===== src/rtl/cnn_pkg.sv =====
// Shared types and constants for the classifier stage.
// Holds the logit element type, the most-negative helper and the
// logit_buffer state encoding.
package cnn_pkg;

    // Default logit element width used across the classifier stage.
    localparam int LOGIT_W = 16;

    typedef logic signed [LOGIT_W-1:0] logit_t;

    // Buffer FSM: FILL collects beats, LAUNCH issues start, WAIT holds vec.
    typedef enum logic [1:0] {
        FILL   = 2'd0,
        LAUNCH = 2'd1,
        WAIT   = 2'd2
    } lbuf_state_t;

    // Most-negative two's-complement value of a w-bit signed number
    // (only bit w-1 set). Callers truncate to their own width.
    function automatic logic [63:0] MOST_NEG(input int w);
        MOST_NEG = 64'd1 << (w - 1);
    endfunction

endpackage


===== src/rtl/logit_buffer_if.sv =====
// Parallel score-vector interface between the dense layer stream,
// the logit buffer and the argmax-style consumer.
// Ports: stream (in_valid/in_ready/in_data/in_last), consumer
// (vec/start/done), status (busy/frame_err).
interface logit_buffer_if #(
    parameter int DATA_WIDTH = 16,
    parameter int DIM        = 10
);

    // Serial stream from the dense layer
    logic                               in_valid;
    logic                               in_ready;
    logic signed [DATA_WIDTH-1:0]       in_data;
    logic                               in_last;

    // Parallel side to the consumer
    logic [0:DIM-1][DATA_WIDTH-1:0]     vec;
    logic                               start;
    logic                               done;

    // Status
    logic                               busy;
    logic                               frame_err;

    // Buffer side
    modport slave (
        input  in_valid,
        input  in_data,
        input  in_last,
        input  done,
        output in_ready,
        output vec,
        output start,
        output busy,
        output frame_err
    );

    // Producer/consumer side (dense layer + argmax, or a testbench)
    modport master (
        output in_valid,
        output in_data,
        output in_last,
        output done,
        input  in_ready,
        input  vec,
        input  start,
        input  busy,
        input  frame_err
    );

endinterface


===== src/rtl/logit_buffer.sv =====
// Purpose : packs DIM serial signed logits into a parallel vec, then pulses start.
// Latency : final beat at edge N -> start and full vec in cycle N+1; done at edge M -> in_ready in M+1.
// Backpr. : in_ready is low in LAUNCH/WAIT and during reset; stalled beats stay upstream.
//
// Ports:
//   clk      - clock, all logic on posedge
//   reset_n  - synchronous active-low reset
//   bus      - logit_buffer_if.slave: in_valid/in_ready/in_data/in_last stream,
//              vec/start/done consumer handshake, busy/frame_err status
// Build option: define LOGIT_BUF_CLEAR_EN to load vec with the most-negative
// value on reset and on WAIT->FILL, so stale entries never win a max search.
module logit_buffer
    import cnn_pkg::*;
#(
    parameter int DATA_WIDTH = 16,
    parameter int DIM        = 10,
    parameter int IDXW       = (DIM <= 1) ? 1 : $clog2(DIM)
) (
    input  logic             clk,
    input  logic             reset_n,
    logit_buffer_if.slave    bus
);

    generate
        if (DIM < 1) begin : g_bad_dim
            $error("logit_buffer: DIM must be >= 1");
        end
    endgenerate

    localparam logic [1:0]      ST_FILL   = FILL;
    localparam logic [1:0]      ST_LAUNCH = LAUNCH;
    localparam logic [1:0]      ST_WAIT   = WAIT;
    localparam logic [IDXW-1:0] LAST_IDX  = IDXW'(DIM - 1);

    logic [1:0]                      state;
    logic [IDXW-1:0]                 wr_ptr;
    logic                            start_q;
    logic                            frame_err_q;
    logic [0:DIM-1][DATA_WIDTH-1:0]  vec_q;
    logic                            accept;

    // in_ready depends only on the state register and reset, never on in_valid.
    assign bus.in_ready  = (state == ST_FILL) && reset_n;
    assign accept        = bus.in_valid && bus.in_ready;

    assign bus.vec       = vec_q;
    assign bus.start     = start_q;
    assign bus.frame_err = frame_err_q;
    assign bus.busy      = (state == ST_LAUNCH) || (state == ST_WAIT);

    // Control FSM, write pointer and registered pulses.
    always_ff @(posedge clk) begin
        if (!reset_n) begin
            state       <= ST_FILL;
            wr_ptr      <= '0;
            start_q     <= 1'b0;
            frame_err_q <= 1'b0;
        end else begin
            start_q     <= 1'b0;
            frame_err_q <= 1'b0;
            case (state)
                ST_FILL: begin
                    if (accept) begin
                        if (wr_ptr == LAST_IDX) begin
                            // Full frame: launch even if in_last is missing,
                            // but flag the framing problem.
                            state       <= ST_LAUNCH;
                            wr_ptr      <= '0;
                            start_q     <= 1'b1;
                            frame_err_q <= ~bus.in_last;
                        end else if (bus.in_last) begin
                            // Early last: drop the partial frame and restart.
                            wr_ptr      <= '0;
                            frame_err_q <= 1'b1;
                        end else begin
                            wr_ptr      <= wr_ptr + 1'b1;
                        end
                    end
                end
                ST_LAUNCH: begin
                    state <= ST_WAIT;
                end
                ST_WAIT: begin
                    if (bus.done) begin
                        state <= ST_FILL;
                    end
                end
                default: begin
                    state <= ST_FILL;
                end
            endcase
        end
    end

    // Element storage. vec only moves on accepted beats (and, with the
    // clear option, on reset / buffer release), so it is frozen from
    // start until the next accepted beat.
`ifdef LOGIT_BUF_CLEAR_EN
    localparam logic [DATA_WIDTH-1:0] MOST_NEG_V = DATA_WIDTH'(MOST_NEG(DATA_WIDTH));

    always_ff @(posedge clk) begin
        if (!reset_n || ((state == ST_WAIT) && bus.done)) begin
            for (int i = 0; i < DIM; i++) begin
                vec_q[i] <= MOST_NEG_V;
            end
        end else begin
            for (int i = 0; i < DIM; i++) begin
                if (accept && (wr_ptr == IDXW'(i))) begin
                    vec_q[i] <= bus.in_data;
                end
            end
        end
    end
`else
    // No reset or clear on the element storage: contents stay stale until
    // overwritten.
    always_ff @(posedge clk) begin
        for (int i = 0; i < DIM; i++) begin
            if (accept && (wr_ptr == IDXW'(i))) begin
                vec_q[i] <= bus.in_data;
            end
        end
    end
`endif

endmodule

===== src/flat_wrapper.sv =====
// flat-port wrapper written by rule: the top's interface ports become plain ports
module logit_buffer_flat import cnn_pkg::*;
#(
    parameter int DATA_WIDTH = 16,
    parameter int DIM        = 10,
    parameter int IDXW       = (DIM <= 1) ? 1 : $clog2(DIM)
)
  (clk, reset_n, bus_in_valid, bus_in_data, bus_in_last, bus_done, bus_in_ready, bus_vec, bus_start, bus_busy, bus_frame_err);
  logit_buffer_if #(.DATA_WIDTH(DATA_WIDTH), .DIM(DIM)) bus_i ();
  input  logic clk;
  input  logic reset_n;
  input wire logic [$bits(bus_i.in_valid)-1:0] bus_in_valid;
  input wire logic [$bits(bus_i.in_data)-1:0] bus_in_data;
  input wire logic [$bits(bus_i.in_last)-1:0] bus_in_last;
  input wire logic [$bits(bus_i.done)-1:0] bus_done;
  output wire logic [$bits(bus_i.in_ready)-1:0] bus_in_ready;
  output wire logic [$bits(bus_i.vec)-1:0] bus_vec;
  output wire logic [$bits(bus_i.start)-1:0] bus_start;
  output wire logic [$bits(bus_i.busy)-1:0] bus_busy;
  output wire logic [$bits(bus_i.frame_err)-1:0] bus_frame_err;
  assign bus_i.in_valid = bus_in_valid;
  assign bus_i.in_data = bus_in_data;
  assign bus_i.in_last = bus_in_last;
  assign bus_i.done = bus_done;
  assign bus_in_ready = bus_i.in_ready;
  assign bus_vec = bus_i.vec;
  assign bus_start = bus_i.start;
  assign bus_busy = bus_i.busy;
  assign bus_frame_err = bus_i.frame_err;
  logit_buffer #(.DATA_WIDTH(DATA_WIDTH), .DIM(DIM), .IDXW(IDXW)) u_core (.clk(clk), .reset_n(reset_n), .bus(bus_i));
endmodule

===== config.mk =====
export PLATFORM = sky130hd
export DESIGN_NAME = logit_buffer_flat
export DESIGN_NICKNAME = d
export VERILOG_FILES = /design/src/rtl/cnn_pkg.sv /design/src/rtl/logit_buffer_if.sv /design/src/rtl/logit_buffer.sv /design/src/flat_wrapper.sv
export SDC_FILE = /design/constraint.sdc
export NUM_CORES = 1
export LEC_CHECK = 0
export CAP_MARGIN = 25
export CORE_UTILIZATION = 40
export DETAILED_ROUTE_END_ITERATION = 12
export PLACE_DENSITY = 0.71
export SYNTH_ARGS = -nofsm -noshare
export SYNTH_HDL_FRONTEND = slang
export SYNTH_SLANG_ARGS = --single-unit

===== constraint.sdc =====
create_clock -name clk -period 2.7 [get_ports clk]
set_clock_uncertainty 0.1 [all_clocks]
set_input_delay 0.81 -clock clk [delete_from_list [all_inputs] [get_ports clk]]
set_output_delay 0.81 -clock clk [all_outputs]
set_load 0.02 [all_outputs]

Figure 1. Met2 routing.
Bar = 20 microns.
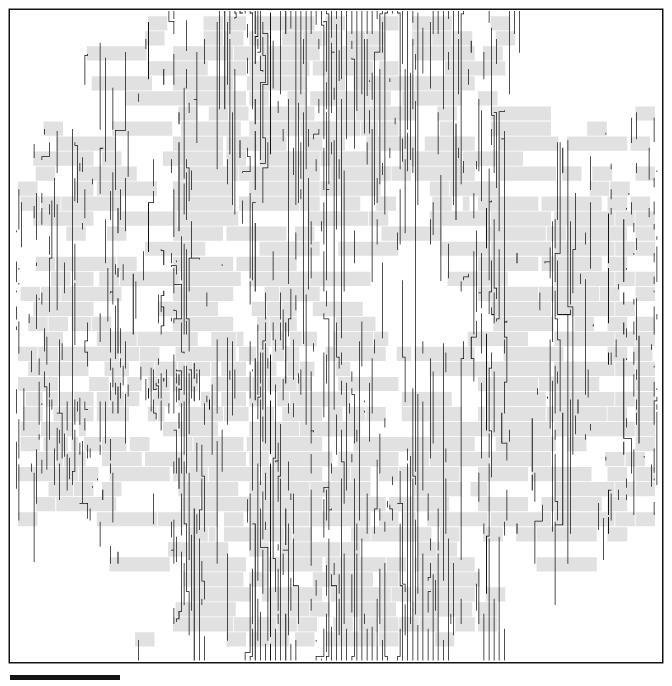
main direction: vertical
longest straight run: 67.0 microns
nets with wire on the layer: 432
wire length on this layer: 6150 microns
routed via count: 2958
grt met2 use: 0.2967

Figure 2. Layout detail.
Bar = 10 microns. Region (39, 15) to (79, 55) microns. Cells in grey, sequential cells in the stronger grey; small squares are vias.
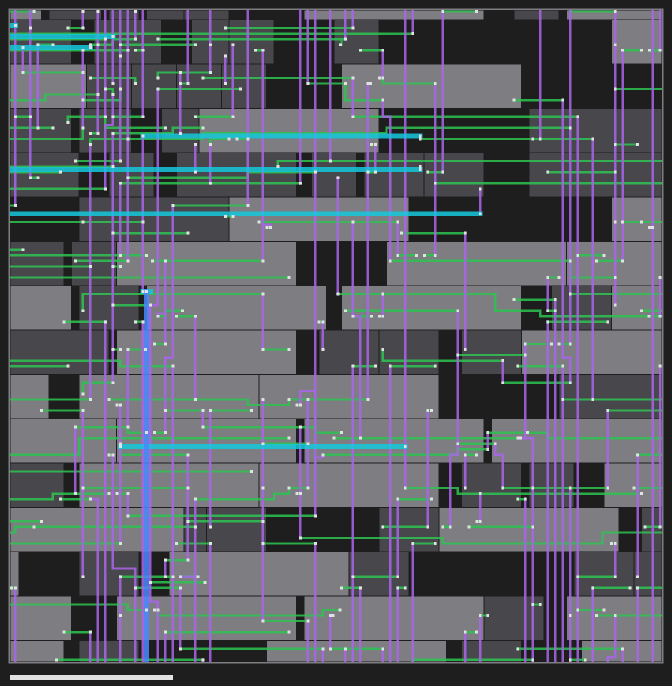
| colour | layer |
|---|---|
| blue | metal 4 |
| cyan | metal 3 |
| purple | metal 2 |
| green | metal 1 |
netlist names of flops here include: u_core.bus.vec (24), u_core.wr_ptr (1)
cells with their middle in the window: 64
sequential cells in the window: 25
most frequent: edfxtp_1 (24), clkdlybuf4s50_1 (15), buf_4 (7)

==> impl_metrics.json <==
{
  "drive_gt1_frac": 0.1280,
  "clkLatencyLatePin_ns": 0.41,
  "ys_sh_aoi": 0.01139,
  "finalMaxSlewViolations": 0,
  "r2r-end": "u_core.bus.vec[121]",
  "synthXorXnorAreaFrac": 0.001627,
  "leakage_nw": 2.817,
  "crit_required_ns": 1.79,
  "synth_area_sq_um": 5384,
  "top_level_ports": 185,
  "grt_pass1_wl_mm": 18.57,
  "rows": 42,
  "yosys.area.top_type": "edfxtp_1",
  "p_seq_frac": 0.515,
  "power.switching_mw": 1.015,
  "tightest_slew_ns": 0.4145,
  "coreArea_sq_um": 13190,
  "mux_area_frac": 0.001859,
  "edf_count": 160,
  "power-top-group": "registers",
  "finalSetupViolCount": 0,
  "slowest_stage": "clkdlybuf4s50_1",
  "ys_top_logic_family": "simple AND/OR/NAND/NOR gates",
  "r2r_cells": 6,
  "die_w_microns": 118.0,
  "p_seq_mw": 2.88,
  "first_pass_iters": 6,
  "fmax_mhz": 377.7,
  "comb_area_sq_um": 389.1,
  "status": "complete, no violations",
  "cpLargestDelayFamily": "buffers and inverters",
  "grt-ovfl-total": 0,
  "min_to": "u_core.state[1]",
  "path_clk_slew_ns": 0.06,
  "drt_iter0_markers": 238,
  "top_area_frac": 0.8924,
  "clockRootBuffer": "clkbuf_16",
  "ys_cells": 224,
  "syn_inst": 224,
  "io_buffers": 184,
  "path_buffers": 2
}
Figure 3. Congestion heat map.
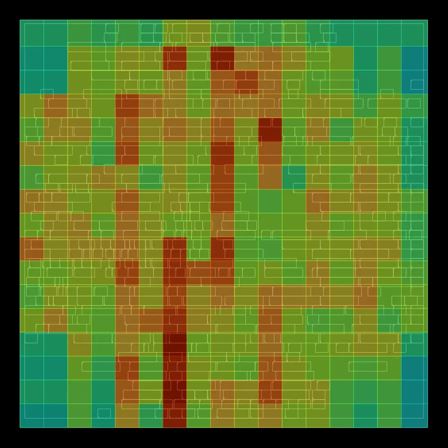
routed len/inst: 19.49 microns
GR Util met1: 0.2416
grt peak-use layer: met2
met3 usage: 0.06250

Figure 4. M1 wires.
Bar = 20 microns. Supply wires on this layer in grey.
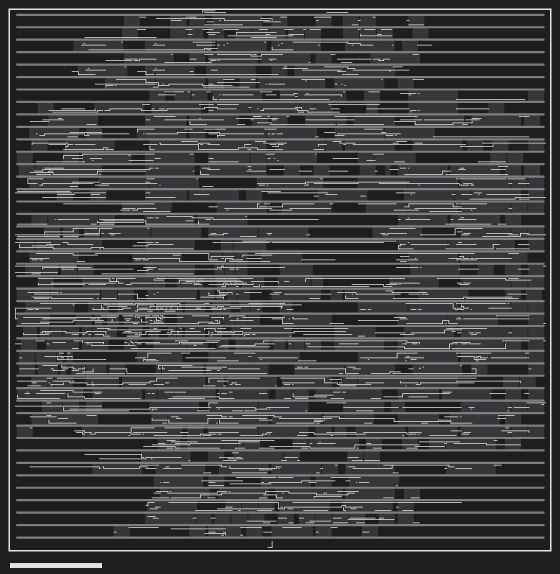
nets with wire on the layer: 403
wire length on this layer: 5300 microns
Detailed Route WL: 12.42 mm

through the flow:
stage / power (mW) / cell area [sq um] / TNS, ns
floorplan: 2.967 / 5384 / 0
global placement: 3.070 / 7654 / -1.148
detailed placement: 3.073 / 7654 / -2.208
CTS: 5.625 / 8287 / 0
global route: 5.740 / 8287 / 0
finish: 5.586 / 8287 / 0
layer usage:
metal  track usage  wire (microns)  part of all wire
met1        0.2416            5299              0.43
met2        0.2967            6146              0.49
met4       0.06410             105            0.0085
met5             0               0                 0
met3       0.06250             866             0.070
area by class of cell:
type                            instances  area share
Sequential cell                       168      0.5991
Timing Repair Buffer                  207      0.2490
Clock buffer                           20     0.05270
Multi-Input combinational cell         50     0.04696
Tap cell                              176     0.02657
Clock inverter                         12     0.02386
Inverter                                4    0.001812
Power figures rest on the tool's default switching activity, not on a simulated workload.
